==> config.mk <==
export PLATFORM = sky130hd
export DESIGN_NAME = rv32_mc_ctrl
export DESIGN_NICKNAME = d
export VERILOG_FILES = /design/src/rtl/rv32_mc_pkg.sv /design/src/rtl/rv32_alu_op_decode.sv /design/src/rtl/rv32_mc_ctrl.sv
export SDC_FILE = /design/constraint.sdc
export NUM_CORES = 1
export LEC_CHECK = 0
export ABC_AREA = 1
export CORE_ASPECT_RATIO = 1.25
export CORE_MARGIN = 1
export CORE_UTILIZATION = 43
export DETAILED_ROUTE_END_ITERATION = 12
export PLACE_DENSITY = 0.81
export SYNTH_ARGS = -nofsm -noshare
export SYNTH_HDL_FRONTEND = slang
export SYNTH_SLANG_ARGS = --single-unit
==> constraint.sdc <==
create_clock -name clk -period 3.4 [get_ports clk]
set_input_delay 1.02 -clock clk [delete_from_list [all_inputs] [get_ports clk]]
set_output_delay 1.02 -clock clk [all_outputs]
set_load 0.02 [all_outputs]
congestion.png
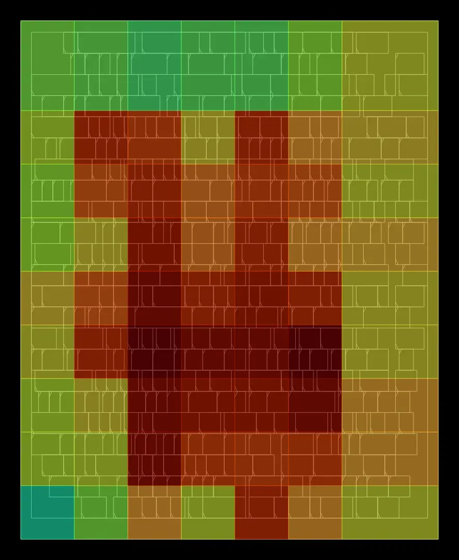
Total GRT Usage: 35.6%
met1 Track Usage GR: 37.2%
met2 usage: 63.9%
Most Crowded Layer GR: met2

layer_met3.png
Scale bar: 20 um.
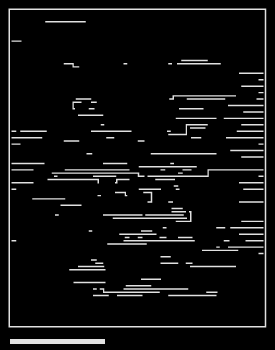
The layer carries 563 um of wire. The longest straight run is 18.2 um.
grt met3 use: 5.71%
routed vias: 2415
final wirelength: 6970 um

layer_met4.png
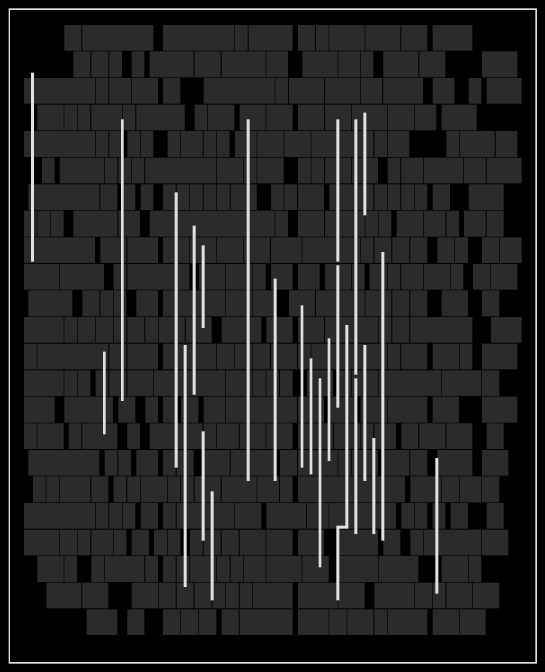
The layer carries 446 um of wire. The longest straight run is 36.7 um. 25 nets have wire on it.

==> flow_summary.toml <==
# flow metrics
[synthesis]
syn_area_mm2 = 0.00144
synthArstFlopShare_pct = 0
synth-edff-count = 0
ys_seq_share_pct = 18.0
ys_ff = 13
synth_chip_area_mm2 = 0.00144
synth_top_area_share_pct = 18.0
synth_cell_types = 34
yosys_warnings = 0
synth_nets = 302
top_area_cell = "dfxtp_1"
ys_top_cells_by_area = "dfxtp_1 (18%), nand2_1 (18%), nor2_1 (13%)"
avgSynthCellArea_um2 = 5.49
ff_type = "dfxtp_1"
yosysCellCount = 263
syn_inst = 263

[clock_network]
cts_made_buffers = 3
insertion_delay_ns = 0.25
clkSlewWorstSetupHoldPaths_ns = 0.06
hold_buffers = 0
cts_tree = "yes"
root_buffer = "clkbuf_8"
cts_max_level = 1
clock_sinks = 13
clockBufferDepth = 2

[place]
gp_congestion = 0.921
postPlaceCellArea_mm2 = 0.00240
dp.cells = 402
io_buffers = 59
place_hpwl_um = 3710

[detailed_routing]
drt_iter0_drc = 143
detail_route.wl_per_cell_um = 15.8
drt_pass1_iterations = 5
vias_per_cell = 5.49
drtAntennaViolNets = 0
drc = 0

[worst_setup_path]
arrival_ns = 2.61
crit_path_max_fanout = 6
required_ns = 2.38
worst-setup-path-type = "in -> out"
rr_worst_depth = 19
r2r_setup_slack_ns = 0.58
worst_setup_path_start_kind = "input port"
cp-end-kind = "primary output"

[layout]
num_antenna_cells = 0
layout-drive-gt1-share_pct = 43.7
final_cell_area_mm2 = 0.00280
area_growth_pct = 94.0
largest_reg_flops = 8
mostFrequentLayoutCell = "buf_4"
mostFrequentLayoutCells = "buf_4 (82), nand2_1 (55), nor2_1 (40)"
final_cells = 440
final_net_count = 443

[grt]
antenna_found_initial = 0
grt_start_max_net_pins = 17
grt_pass1_wl_um = 9400
gr-total-overflow = 0
grt_pass1_vias = 2256

[floorplan]
fp_util_pct = 45.2
die_w_um = 53.8
row_count = 23
boundaryPins = 61
fp.dieArea_mm2 = 0.00359
coreArea_mm2 = 0.00319
die_h_um = 66.8

[pwr]
power.total_mw = 0.827
power_density_mw_per_mm2 = 296
power_leakage_nw = 1.48
ir_drop_mv = 0.348

[timing]
fin_skew_ns = 0.00102
fmax_mhz = 275
maxSlewHeadroom_pct = 81.5
layout_setup_ws_ns = -0.231
final_max_slew_viol_count = 0
rsz0062_at_grt = "yes"
setup_tns_ns = -0.291
setup_viol = 3
final.min_clock_period_ns = 3.63
worst_slew_pin_slew_ns = 0.276
period_used_pct = 107
finalHoldViolCount = 0

[min_path]
hold_class = "reg -> reg"
min_path_cells = 1

[status]
violations = "negative setup slack"
status = "complete, but fails checks"

[run]
max_cap_violations = 0
tool_warnings = 30
[where the power goes]
part | switching (mW) | internal, mW | leakage (nW) | total, mW
registers | 0.0221 | 0.176 | 0.106 | 0.198
logic | 0.291 | 0.195 | 1.35 | 0.487
clock network | 0.0591 | 0.0831 | 0.0228 | 0.142
[worst max-delay path: stages]
cell     delay (ns)
buf_2          0.18
inv_2          0.08
buf_4          0.16
nor2_1         0.23
nand3_1        0.18
nand3_1        0.15
nor2_2         0.07
nand4_1        0.11
nor2_1         0.07
nor2_1         0.12
nor2_1         0.07
buf_4          0.16
[layer usage]
metal / track usage [%] / wire length, um
met3: 5.71 / 562
met5: 0 / 0
met2: 63.9 / 3430
met4: 20.7 / 446
met1: 37.2 / 2530
[Yosys cell counts (2+ instances only)]
library cell   n
o21ai_0        8
inv_2          2
xnor2_1        2
nand2_1       69
dfxtp_1       13
inv_1         37
a211oi_1       2
nor2_2         5
nor3_1         7
nor2_4         2
nand3_1       18
nand4_1        5
o22ai_1        2
a21oi_1       12
nor2_1        51
nand3_2        3
ha_1           2
buf_6          2
nor4_1         4
nand2_2        3
[stage by stage]
step                      hold slack (ns)  worst slack (ns)
final                               0.466            -0.231
after global routing                0.476            -0.378
after CTS                           0.467            -0.124
after detailed placement            0.453            -0.892
after global placement              0.443            -0.803
after floorplan                     0.430             0.137
[layout make-up]
| cell class | instances | area (um2) |
|---|---|---|
| Sequential cell | 13 | 260 |
| Multi-Input combinational cell | 208 | 1190 |
| Clock buffer | 4 | 45.0 |
| Inverter | 39 | 156 |
| Timing Repair Buffer | 139 | 1100 |
| Tap cell | 37 | 46.3 |
| Fill cell | 158 | 395 |
[logic make-up (layout without fill, tap and decap cells)]
group | Yosys count | in the layout | synth area share [%]
flip-flops | 13 | 13 | 18.0
AND-OR/OR-AND | 30 | 30 | 12.1
XOR/XNOR | 3 | 3 | 1.82
AND/OR/NAND/NOR | 172 | 172 | 53.6
adder cells (fa/ha/maj) | 2 | 2 | 1.73
multiplexers | 1 | 1 | 0.694
buffers and inverters | 42 | 182 | 12.0
[what timing repair did]
action,in CTS,in global routing
resized,119,93
setup endpoints to repair,19,23
pin swaps,23,29
setup buffers,33,4
Power figures rest on the tool's default switching activity, not on a simulated workload.
